--- src/rtl/fpu_addsub_pkg.sv ---
// Shared types for the FPU add/sub sharing logic.
// Op encoding, in-flight tag layout and ID width helper.
package fpu_addsub_pkg;

  typedef enum logic {
    OP_ADD = 1'b0,
    OP_SUB = 1'b1
  } fpu_op_e;

  // Tag ID field is sized for up to 256 requesters;
  // the arbiter only uses the low id_w(NUM_REQ) bits.
  localparam int TAG_ID_W = 8;

  typedef struct packed {
    logic                vld;
    logic [TAG_ID_W-1:0] id;
  } fpu_tag_t;

  function automatic int id_w(input int n);
    return (n > 2) ? $clog2(n) : 1;
  endfunction

endpackage

--- src/rtl/rr_arbiter.sv ---
// Round-robin arbiter with an owned rotating pointer.
// Search starts at ptr; ptr moves past the winner on advance.
module rr_arbiter #(
  parameter int N = 4
) (
  input  logic         i_clk,
  input  logic         i_rst,
  input  logic [N-1:0] req,
  input  logic         advance,
  output logic [N-1:0] grant
);

  localparam int PW = (N > 2) ? $clog2(N) : 1;

  logic [PW-1:0] ptr;
  logic [PW-1:0] win;
  logic          found;
  int            idx;

  // first valid request at or after ptr, wrapping
  always_comb begin
    grant = '0;
    win   = ptr;
    found = 1'b0;
    idx   = 0;
    for (int i = 0; i < N; i++) begin
      idx = int'(ptr) + i;
      if (idx >= N) idx = idx - N;
      if (!found && req[idx]) begin
        grant[idx] = 1'b1;
        win        = PW'(idx);
        found      = 1'b1;
      end
    end
  end

  // pointer moves one past the accepted winner
  always_ff @(posedge i_clk or posedge i_rst) begin
    if (i_rst) begin
      ptr <= '0;
    end else if (advance) begin
      ptr <= (int'(win) == N - 1) ? '0 : win + 1'b1;
    end
  end

endmodule

--- src/rtl/fpu_addsub_arbiter.sv ---
// Shares one fixed-latency FPU add/sub between requesters.
// Tags each op with its requester ID and routes results back.
module fpu_addsub_arbiter
  import fpu_addsub_pkg::*;
#(
  parameter int NUM_REQ     = 4,
  parameter int SIZE_DATA   = 32,
  parameter int FPU_LATENCY = 3
) (
  input  logic                         i_clk,
  input  logic                         i_rst,
  input  logic                         i_hold,
  input  logic [NUM_REQ-1:0]           i_req_valid,
  input  logic [NUM_REQ-1:0]           i_req_op,
  input  logic [NUM_REQ*SIZE_DATA-1:0] i_req_a,
  input  logic [NUM_REQ*SIZE_DATA-1:0] i_req_b,
  output logic [NUM_REQ-1:0]           o_req_ready,
  output logic                         o_fpu_valid,
  output logic                         o_fpu_op,
  output logic [SIZE_DATA-1:0]         o_fpu_a,
  output logic [SIZE_DATA-1:0]         o_fpu_b,
  input  logic                         i_fpu_valid,
  input  logic [SIZE_DATA-1:0]         i_fpu_result,
  output logic [NUM_REQ-1:0]           o_rsp_valid,
  output logic [SIZE_DATA-1:0]         o_rsp_data,
  output logic                         o_busy,
  output logic                         o_err
);

  localparam int ID_W  = id_w(NUM_REQ);
  localparam int CNT_W = $clog2(FPU_LATENCY + 3);
  localparam logic [CNT_W-1:0] CNT_MAX = '1;

  logic [NUM_REQ-1:0]   req_act;
  logic [NUM_REQ-1:0]   grant;
  logic                 accept;
  logic                 sel_op;
  logic [SIZE_DATA-1:0] sel_a;
  logic [SIZE_DATA-1:0] sel_b;
  logic [ID_W-1:0]      sel_id;
  logic [ID_W-1:0]      iss_id;
  fpu_tag_t             tag_q [FPU_LATENCY];
  fpu_tag_t             pop;
  logic                 hit;
  logic [NUM_REQ-1:0]   rsp_hot;
  logic [CNT_W-1:0]     cnt;

  assign req_act = i_hold ? '0 : i_req_valid;

  rr_arbiter #(
    .N(NUM_REQ)
  ) u_rr (
    .i_clk   (i_clk),
    .i_rst   (i_rst),
    .req     (req_act),
    .advance (accept),
    .grant   (grant)
  );

  assign o_req_ready = grant;
  assign accept      = |grant;

  // one-hot operand select for the granted requester
  always_comb begin
    sel_op = 1'b0;
    sel_a  = '0;
    sel_b  = '0;
    sel_id = '0;
    for (int k = 0; k < NUM_REQ; k++) begin
      if (grant[k]) begin
        sel_op = i_req_op[k];
        sel_a  = i_req_a[k*SIZE_DATA +: SIZE_DATA];
        sel_b  = i_req_b[k*SIZE_DATA +: SIZE_DATA];
        sel_id = ID_W'(k);
      end
    end
  end

  // issue register; data holds when nothing is accepted
  always_ff @(posedge i_clk or posedge i_rst) begin
    if (i_rst) begin
      o_fpu_valid <= 1'b0;
      o_fpu_op    <= OP_ADD;
      o_fpu_a     <= '0;
      o_fpu_b     <= '0;
      iss_id      <= '0;
    end else begin
      o_fpu_valid <= accept;
      if (accept) begin
        o_fpu_op <= sel_op;
        o_fpu_a  <= sel_a;
        o_fpu_b  <= sel_b;
        iss_id   <= sel_id;
      end
    end
  end

  // tag shift register tracking the FPU pipeline
  always_ff @(posedge i_clk or posedge i_rst) begin
    if (i_rst) begin
      for (int k = 0; k < FPU_LATENCY; k++) begin
        tag_q[k] <= '0;
      end
    end else begin
      tag_q[0] <= '{vld: o_fpu_valid, id: TAG_ID_W'(iss_id)};
      for (int k = 1; k < FPU_LATENCY; k++) begin
        tag_q[k] <= tag_q[k-1];
      end
    end
  end

  assign pop = tag_q[FPU_LATENCY-1];
  assign hit = i_fpu_valid & pop.vld;

  // decode the popped ID into a requester one-hot
  always_comb begin
    rsp_hot = '0;
    for (int k = 0; k < NUM_REQ; k++) begin
      rsp_hot[k] = hit && (pop.id == TAG_ID_W'(k));
    end
  end

  // response register; data holds between results
  always_ff @(posedge i_clk or posedge i_rst) begin
    if (i_rst) begin
      o_rsp_valid <= '0;
      o_rsp_data  <= '0;
    end else begin
      o_rsp_valid <= rsp_hot;
      if (hit) o_rsp_data <= i_fpu_result;
    end
  end

  // sticky error on result/tag disagreement
  always_ff @(posedge i_clk or posedge i_rst) begin
    if (i_rst) begin
      o_err <= 1'b0;
    end else if (i_fpu_valid != pop.vld) begin
      o_err <= 1'b1;
    end
  end

  // saturating count of ops between accept and response
  always_ff @(posedge i_clk or posedge i_rst) begin
    if (i_rst) begin
      cnt <= '0;
    end else begin
      unique case ({accept, hit})
        2'b10:   if (cnt != CNT_MAX) cnt <= cnt + 1'b1;
        2'b01:   if (cnt != '0) cnt <= cnt - 1'b1;
        default: cnt <= cnt;
      endcase
    end
  end

  assign o_busy = |cnt;

endmodule
--- config.mk ---
export PLATFORM = sky130hd
export DESIGN_NAME = fpu_addsub_arbiter
export DESIGN_NICKNAME = d
export VERILOG_FILES = /design/src/rtl/fpu_addsub_pkg.sv /design/src/rtl/rr_arbiter.sv /design/src/rtl/fpu_addsub_arbiter.sv
export SDC_FILE = /design/constraint.sdc
export NUM_CORES = 1
export LEC_CHECK = 0
export ABC_CLOCK_PERIOD_IN_PS = 7100
export CAP_MARGIN = 25
export CORE_AREA = 2 2 157 159
export CTS_CLUSTER_SIZE = 30
export DETAILED_ROUTE_END_ITERATION = 10
export DIE_AREA = 0 0 159 161
export PLACE_DENSITY = 0.71
export SLEW_MARGIN = 20
export SYNTH_ARGS = -nofsm -noshare
export SYNTH_HDL_FRONTEND = slang
export SYNTH_HIERARCHICAL = 1
export SYNTH_SLANG_ARGS = --single-unit
--- constraint.sdc ---
create_clock -name i_clk -period 7.1 [get_ports i_clk]
set_clock_uncertainty 0.1 [all_clocks]
set_input_delay 1.42 -clock i_clk [delete_from_list [all_inputs] [get_ports i_clk]]
set_output_delay 1.42 -clock i_clk [all_outputs]
set_load 0.02 [all_outputs]
Nets reached from selected ports:
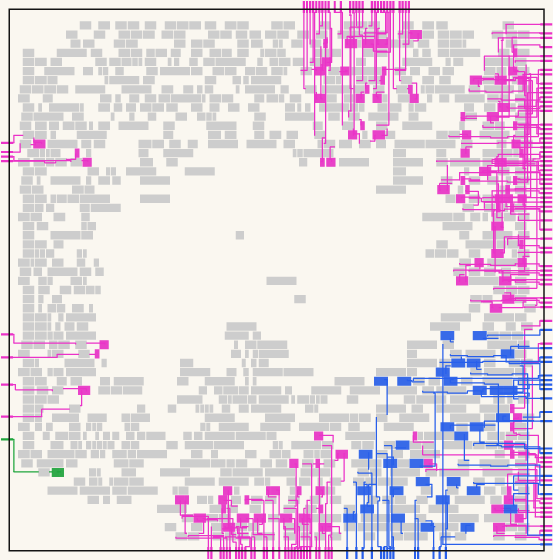
i_req_b -> magenta  # bits 128, direction input, edge 62 right, 30 bottom, 28 top, 8 left, end cells 96, buffers 128, wire 3260 um
i_fpu_result -> blue  # bits 32, direction input, edge 18 right, 14 bottom, end cells 32, buffers 32, wire 1030 um
i_rst -> green  # bits 1, direction input, edge left, end cells 2, buffers 1, wire 19.8 um

Track usage over the die:
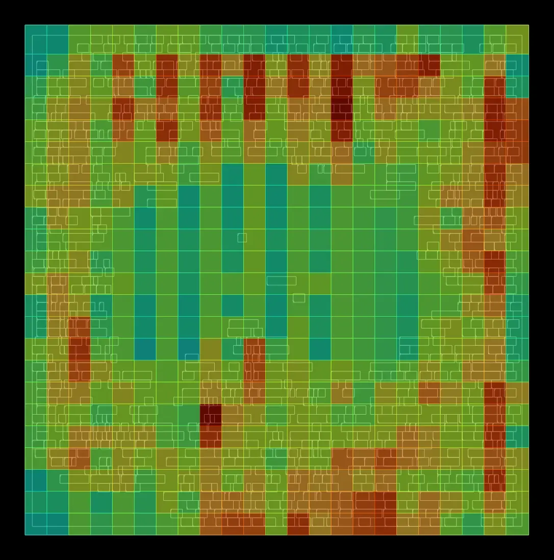
Avg WL per Cell: 18.73 um
Util after Layout: 0.4807
routing usage on met3: 0.06292
Top Usage Layer GRT: met2
Overall Global Routing Usage: 0.1923

Cell sizes after repair:
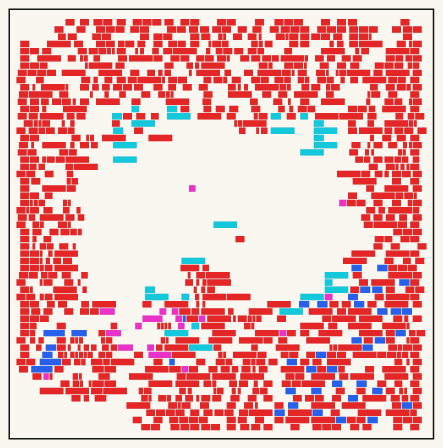
drive 6 and up -> cyan  # cells 29, share 2.8%, most used clkbuf_16
drive 1 or less -> red  # cells 932, share 91%, most used clkdlybuf4s50_1
drive 3 to 4 -> magenta  # cells 18, share 1.8%, most used buf_4
drive 2 -> blue  # cells 40, share 3.9%, most used mux2_2

==> results.json <==
{
  "holdWs_ns": 0.2507,
  "design_area_mm2": 0.01152,
  "met2_usage": 0.3277,
  "logic_area_mm2": 0.003374,
  "highest_layer": "met4",
  "startpoint": "i_hold",
  "nNonClkInverters": 12,
  "largest_class": "non-clock buffers",
  "power.density_mw_per_mm2": 589.8,
  "ys_area_mm2": 0.006665,
  "synth-main-ff-cell": "dfrtp_1",
  "antenna_found_initial": 0,
  "nets": 1318,
  "logic_gates": 440,
  "p_seq_w": 0.00129,
  "flop_area_mm2": 0.002978,
  "synth_stat.cells": 636,
  "topCellsByArea": "dfrtp_1 45%, a221o_1 9.8%, o22a_1 8.5%",
  "cp_max_fo": 32,
  "drive_gt1_frac": 0.08538,
  "worstPathArrival_ns": 4.56,
  "wl_met3_um": 2038,
  "io_buffers": 407,
  "cp.depth": 7,
  "fp_util": 0.2781,
  "hold_viol": 0,
  "synth.avg_cell_area_um2": 10.48,
  "cts_tree": "built",
  "synthAdderAreaFrac": 0.02365,
  "fp.dieH_um": 161,
  "fin_crit_sh": 0.8562,
  "xor_share": 0.002628,
  "critPathKind": "input port to output pin",
  "top_regs": "o_fpu_a (32), o_fpu_b (32), o_rsp_data (32)",
  "syn_nets": 948,
  "outcome": "finished, final reports clean",
  "wl_met1_um": 10150,
  "slew_viol_final": 0
}
